$ cat src/rtl/decoder_pkg.sv
// decoder_pkg
//   Shared definitions for the decoder family (decoder_generic,
//   priority_encoder_queued).
//   - lines(n)   : number of one-hot lines for an n-bit code (2**n).
//   - onehot_bit : bit k of the one-hot expansion of idx. Callers build
//                  full one-hot vectors with a generate or for loop, so
//                  the vector width always matches the caller's own line
//                  count.
package decoder_pkg;

  localparam int N_DEFAULT = 4;

  function automatic int lines(input int n);
    return 2 ** n;
  endfunction

  function automatic logic onehot_bit(input int idx, input int k);
    return (idx == k);
  endfunction

endpackage

$ cat src/rtl/lsb_priority_enc.sv
// lsb_priority_enc
//   Combinational lowest-index-first priority encoder.
//   Ports:
//     req_i [0:2**n-1] : request vector. req_i[0] is index 0 (leftmost).
//     idx_o [n-1:0]    : lowest k with req_i[k]=1. It is 0 when none is set.
//     any_o            : OR of all request bits.
module lsb_priority_enc
  import decoder_pkg::*;
#(
  parameter int n = N_DEFAULT
) (
  input  logic [0:lines(n)-1] req_i,
  output logic [n-1:0]        idx_o,
  output logic                any_o
);

  localparam int L = lines(n);

  // Scan from the top down so the lowest set index is written last and wins.
  always_comb begin
    idx_o = '0;
    for (int k = L - 1; k >= 0; k--) begin
      if (req_i[k]) idx_o = n'(k);
    end
  end

  assign any_o = |req_i;

endmodule

$ cat src/rtl/priority_encoder_queued.sv
// priority_encoder_queued
//   Collects multi-hot request lines into a pending register. It hands out
//   their binary indices one per cycle, lowest index first, over a
//   valid/ready handshake.
//   Ports:
//     clk, rst_n        : clock, async active-low reset
//     en                : capture enable for w
//     w   [0:2**n-1]    : request lines (w[0] = index 0)
//     clr               : synchronous clear. It overrides capture and serve.
//     ready             : consumer takes y this cycle
//     valid             : some request is pending
//     y   [n-1:0]       : lowest pending index (0 when empty)
//     pending [0:2**n-1]: pending request register
//     cnt [n:0]         : popcount of pending
//     dup               : registered one-cycle duplicate-request pulse
//   valid, y and cnt depend only on the pending register. No input reaches
//   an output combinationally.
module priority_encoder_queued
  import decoder_pkg::*;
#(
  parameter int n = N_DEFAULT
) (
  input  logic                clk,
  input  logic                rst_n,
  input  logic                en,
  input  logic [0:lines(n)-1] w,
  input  logic                clr,
  input  logic                ready,
  output logic                valid,
  output logic [n-1:0]        y,
  output logic [0:lines(n)-1] pending,
  output logic [n:0]          cnt,
  output logic                dup
);

  localparam int L = lines(n);

  logic [0:L-1] pending_q, pending_d;
  logic         dup_q, dup_d;
  logic [0:L-1] served_mask;
  logic [n-1:0] enc_idx;
  logic         enc_any;
  logic         serve;

  lsb_priority_enc #(.n(n)) u_enc (
    .req_i (pending_q),
    .idx_o (enc_idx),
    .any_o (enc_any)
  );

  // ready with nothing pending is ignored: serve needs a pending bit.
  assign serve = enc_any & ready;

  always_comb begin
    served_mask = '0;
    for (int k = 0; k < L; k++) begin
      served_mask[k] = serve & onehot_bit(32'(enc_idx), k);
    end
  end

  // The clear is applied before the set, so a same-cycle re-request of
  // the served index keeps it pending. A re-request of the bit being
  // served does not count as a duplicate.
  always_comb begin
    pending_d = pending_q;
    dup_d     = 1'b0;
    if (clr) begin
      pending_d = '0;
    end else begin
      pending_d = (pending_q & ~served_mask) | (en ? w : '0);
      dup_d     = en & (|(w & pending_q & ~served_mask));
    end
  end

  always_ff @(posedge clk or negedge rst_n) begin
    if (!rst_n) begin
      pending_q <= '0;
      dup_q     <= 1'b0;
    end else begin
      pending_q <= pending_d;
      dup_q     <= dup_d;
    end
  end

  // Population count as a loop-summed adder.
  always_comb begin
    cnt = '0;
    for (int k = 0; k < L; k++) begin
      cnt = cnt + (n + 1)'(pending_q[k]);
    end
  end

  assign valid   = enc_any;
  assign y       = enc_idx;
  assign pending = pending_q;
  assign dup     = dup_q;

endmodule

$ cat config.mk
export PLATFORM = sky130hd
export DESIGN_NAME = priority_encoder_queued
export DESIGN_NICKNAME = d
export VERILOG_FILES = /design/src/rtl/decoder_pkg.sv /design/src/rtl/lsb_priority_enc.sv /design/src/rtl/priority_encoder_queued.sv
export SDC_FILE = /design/constraint.sdc
export NUM_CORES = 1
export LEC_CHECK = 0
export ABC_CLOCK_PERIOD_IN_PS = 4850
export CORE_MARGIN = 3
export CORE_UTILIZATION = 30
export DETAILED_ROUTE_END_ITERATION = 10
export GPL_TIMING_DRIVEN = 0
export PLACE_DENSITY = 0.63
export SKIP_LAST_GASP = 1
export SYNTH_ARGS = -nofsm -noshare
export SYNTH_HDL_FRONTEND = slang
export SYNTH_SLANG_ARGS = --single-unit
$ cat constraint.sdc
create_clock -name clk -period 4.85 [get_ports clk]
set_input_delay 0.485 -clock clk [delete_from_list [all_inputs] [get_ports clk]]
set_output_delay 0.485 -clock clk [all_outputs]
set_load 0.05 [all_outputs]
Run 1, wiring by layer:
Two of the layers only.
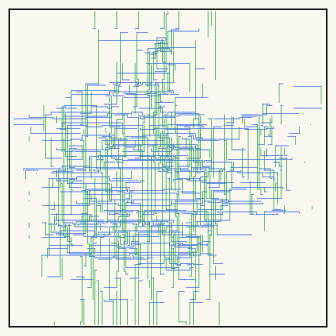
[M2] green | wire length: 2290 µm
[M1] blue | wire length: 2170 µm
via count: 1614
wire per inst: 15.4 µm
Tot GR Track Use: 15.6%
total wire length: 4810 µm

Run 1, clock routing:
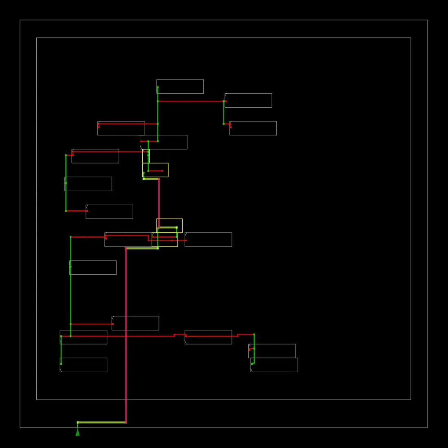
clock skew: 1.92 ps
total CTS buffers: 3
CLK BUF: 4
Latency at later pin: 250 ps
CTS Sinks: 17

Run 1, a small window of the routed layout:
Region (0, 40) to (40, 80) µm. Cells in gray, sequential cells in the stronger gray; small squares are vias.
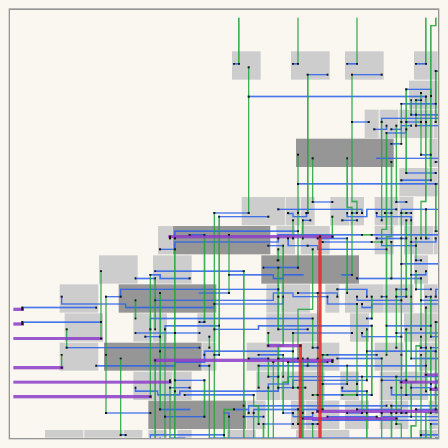
[M3] purple
[M2] green
[M4] red
[M1] blue
cells with their middle in the window: 64
netlist names of flops here include: `pending` (6)
most frequent: clkdlybuf4s50_1 (10), nand2_1 (8), dfrtp_1 (6)
sequential cells in the window: 6

==> flow_summary.ini, run 1 <==
; physical design summary
[status]
outcome = finished, final reports clean

[cells_and_area]
final_area_um2 = 2190
layout_top_cells = clkdlybuf4s50_1, inv_1, nand2_1
logic_area_um2 = 1050
dominant_cells = combinational gates
seq_cells = 17
clk_share_pct = 2.06
fillCellCount = 523
final_nets = 282
lay_top_count = clkdlybuf4s50_1
comb_cells = 143
largest_reg_flops = 16

[clock_tree]
cts_buffer_depth = 2
cts.htree.levels = 1
cts_setup_buffers = 0
ctsResizeCount = 4

[worst_setup_path]
worst_setup_path_end_kind = primary output
crit_chain = inv_1 -> fa_1 -> fa_1 -> fa_1 -> fa_1 -> inv_1 -> ha_1 -> inv_1 -> fa_1 -> xnor2_1 -> dlygate4sd2_1
worstPathRequired_ps = 4370
r2r_setup_slack_ps = 2060
cp_max_fo = 9
r2r_end = dup
crit_slowest_cell = fa_1
critical-path-max-stage-delay_ps = 560
cp.depth = 11

[die]
die_w_um = 79.6
n_tap_cell = 70
dieArea_um2 = 6340

[hold_path]
hold_path_end = pending[9]

[drt]
top_layer_used = met4
dr.pass1.iters = 4

[timing]
fmax_mhz = 215
setup_violations = 0
tightest_slew_ps = 828
fin_crit_sh_pct = 95.8
layout_setup_ws_ps = 206

[pwr]
p_sw_mw = 0.380
totalPowerFinal_mw = 0.754
p_seq_share_pct = 22.6

[logic_synthesis]
avgSynthCellArea_um2 = 8.38
top_cells_by_count = inv_1, nand2_1, dfrtp_1, nor2_1, a21oi_1
xor_area_share_pct = 1.08
syn_area_um2 = 1630
ys.flop_type = dfrtp_1
yosysTopAreaCell = dfrtp_1
fp_nets = 233
synth_adder_area_share_pct = 18.5
async_reset_ff_share_pct = 100

[place]
io_buffers = 44
Run 1, wiring heat map:
The die is cut into 16 by 16 equal tiles; dark blue is low, red is high, scaled to the fullest tile. Values are wire area over tile area, all layers added.
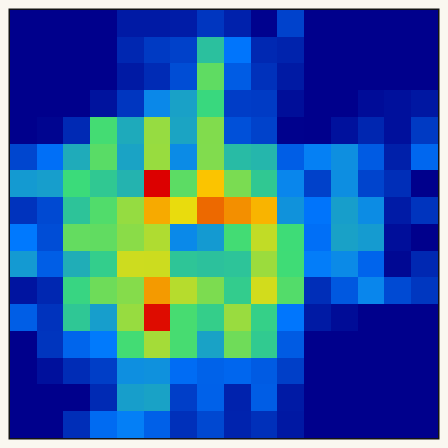

--- run 2 (diff from run 1) ---
--- a/config.mk
+++ b/config.mk
@@ -6,12 +6,13 @@
 export NUM_CORES = 1
 export LEC_CHECK = 0
 export ABC_CLOCK_PERIOD_IN_PS = 4850
-export CORE_MARGIN = 3
+export CORE_MARGIN = 4
 export CORE_UTILIZATION = 30
 export DETAILED_ROUTE_END_ITERATION = 10
 export GPL_TIMING_DRIVEN = 0
 export PLACE_DENSITY = 0.63
 export SKIP_LAST_GASP = 1
+export SLEW_MARGIN = 30
 export SYNTH_ARGS = -nofsm -noshare
 export SYNTH_HDL_FRONTEND = slang
 export SYNTH_SLANG_ARGS = --single-unit
Run 2, wiring heat map:
The die is cut into 16 by 16 equal tiles; dark blue is low, red is high, scaled to the fullest tile. Values are wire area over tile area, all layers added.
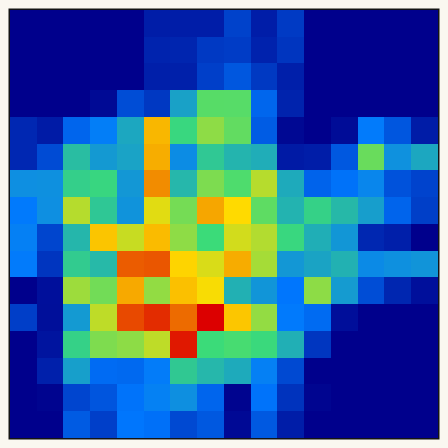
nearly empty tiles: 28%
fullest tile: 0.43
mean over tiles: 0.11
wire per inst: 15.1 µm
Tot GR Track Use: 15.3%
total wire length: 4720 µm

Run 2, a small window of the routed layout:
Region (0, 41) to (40, 81) µm. Cells in gray, sequential cells in the stronger gray; small squares are vias.
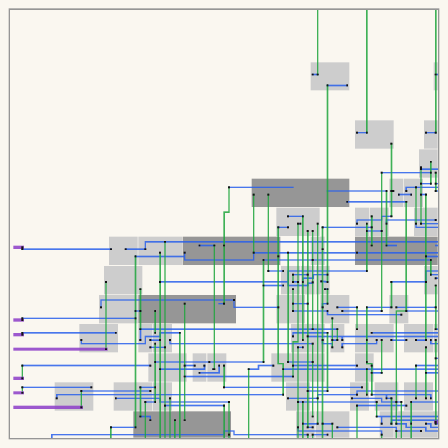
[M3] purple
[M1] blue
[M2] green
netlist names of flops here include: `pending` (5)
most frequent: clkdlybuf4s50_1 (8)
sequential cells in the window: 5
cells with their middle in the window: 48

==> run 2 against run 1 <==
Against the previous run: fmax grew 1.0%; highest routed layer unchanged; power shrank 0.22%; sequential power is essentially flat; setup slack gained 48 ps; non-clock buffer count is the same; largest cell class unchanged; die size grew 5.1%; critical path depth is the same.
==> flow_summary.ini, run 2 <==
; physical design summary
[cells_and_area]
fillCellCount = 526
final_area_um2 = 2190
final_nets = 282
clkbuf_count = 4
layout_top_cells = clkdlybuf4s50_1, inv_1, nand2_1
comb_cells = 143
lay_top_count = clkdlybuf4s50_1
seq_cells = 17

[pwr]
intPower_mw = 0.372
p_seq_share_pct = 22.6
totalPowerFinal_mw = 0.752
p_sw_mw = 0.381

[worst_setup_path]
r2r_setup_slack_ps = 2030
critical-path-max-stage-delay_ps = 560
crit_slowest_cell = fa_1
worst_setup_path_end_kind = primary output
worstPathRequired_ps = 4370
cp.depth = 11
r2r_end = dup
crit_chain = inv_1 -> fa_1 -> fa_1 -> fa_1 -> fa_1 -> inv_1 -> ha_1 -> inv_1 -> fa_1 -> inv_1 -> dlygate4sd2_1

[die]
dieArea_um2 = 6660
die_w_um = 81.6

[clock_tree]
cts_made_buffers = 3
cts_setup_buffers = 0
cts_buffer_depth = 2
clock_latency_ps = 250
cts.htree.levels = 1

[timing]
fin_skew_ps = 3.42
period_needed_ps = 4600
setup_violations = 0
tightest_slew_ps = 806
layout_setup_ws_ps = 253
fin_crit_sh_pct = 94.8
fmax_mhz = 218

[drt]
num_vias = 1572
dr.pass1.iters = 6
top_layer_used = met4

[logic_synthesis]
yosysTopAreaCell = dfrtp_1
xor_area_share_pct = 1.08
avgSynthCellArea_um2 = 8.38
top_cells_by_count = inv_1, nand2_1, dfrtp_1, nor2_1, a21oi_1
async_reset_ff_share_pct = 100
ys.flop_type = dfrtp_1
synth_adder_area_share_pct = 18.5
syn_area_um2 = 1630

[place]
postPlaceCellArea_um2 = 2150
hpwl_um = 3850
io_buffers = 44

[status]
outcome = finished, final reports clean

[hold_path]
hold_path_end = pending[9]
--- run 3 (diff from run 2) ---
--- a/config.mk
+++ b/config.mk
@@ -6,6 +6,7 @@
 export NUM_CORES = 1
 export LEC_CHECK = 0
 export ABC_CLOCK_PERIOD_IN_PS = 4850
+export CAP_MARGIN = 25
 export CORE_MARGIN = 4
 export CORE_UTILIZATION = 30
 export DETAILED_ROUTE_END_ITERATION = 10
Run 3, wiring heat map:
The die is cut into 16 by 16 equal tiles; dark blue is low, red is high, scaled to the fullest tile. Values are wire area over tile area, all layers added.
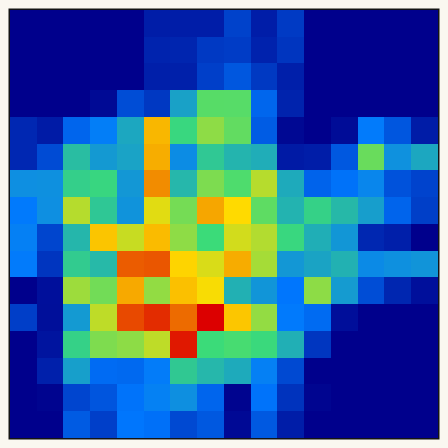
fullest tile: 0.43
nearly empty tiles: 28%
tiles over half the peak: 19%
mean over tiles: 0.11
densest ninth of the die: center
via count: 1572

Run 3, a small window of the routed layout:
Region (0, 41) to (40, 81) µm. Cells in gray, sequential cells in the stronger gray; small squares are vias.
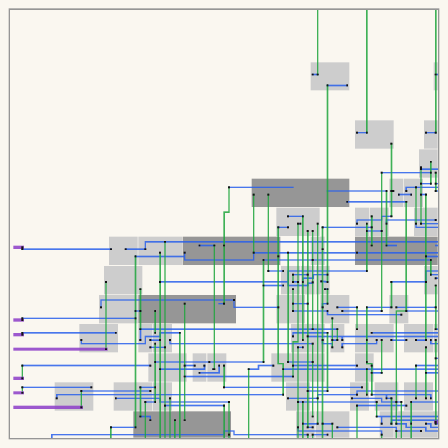

==> run 3 against run 2 <==
Against the previous run: combinational power hardly changed; hold slack stayed put; first-iteration DRC count stayed put; setup slack stayed put; fmax stayed put; design area stayed put; synthesized area stayed put; core utilization stayed put; largest power group unchanged; highest routed layer unchanged.
==> flow_summary.ini, run 3 <==
; physical design summary
[logic_synthesis]
syn_area_um2 = 1630
yosysTopAreaCell = dfrtp_1
synth_adder_area_share_pct = 18.5

[timing]
tightest_slew_ps = 806
layout_setup_ws_ps = 253

[place]
hpwl_um = 3850

[worst_setup_path]
r2r_end = dup
r2r_setup_slack_ps = 2030
cp_max_fo = 9
critical-path-max-stage-delay_ps = 560

[clock_tree]
cts_buffer_depth = 2
cts_setup_buffers = 0
cts.htree.levels = 1

[die]
die_w_um = 81.6
dieArea_um2 = 6660

[drt]
routed_wl_um = 4720
top_layer_used = met4
dr.pass1.iters = 6
wl_per_cell_um = 15.1

[pwr]
p_seq_share_pct = 22.6

[cells_and_area]
largest_reg_flops = 16
seq_cells = 17

[status]
outcome = finished, final reports clean
Power figures rest on the tool's default switching activity, not on a simulated workload.
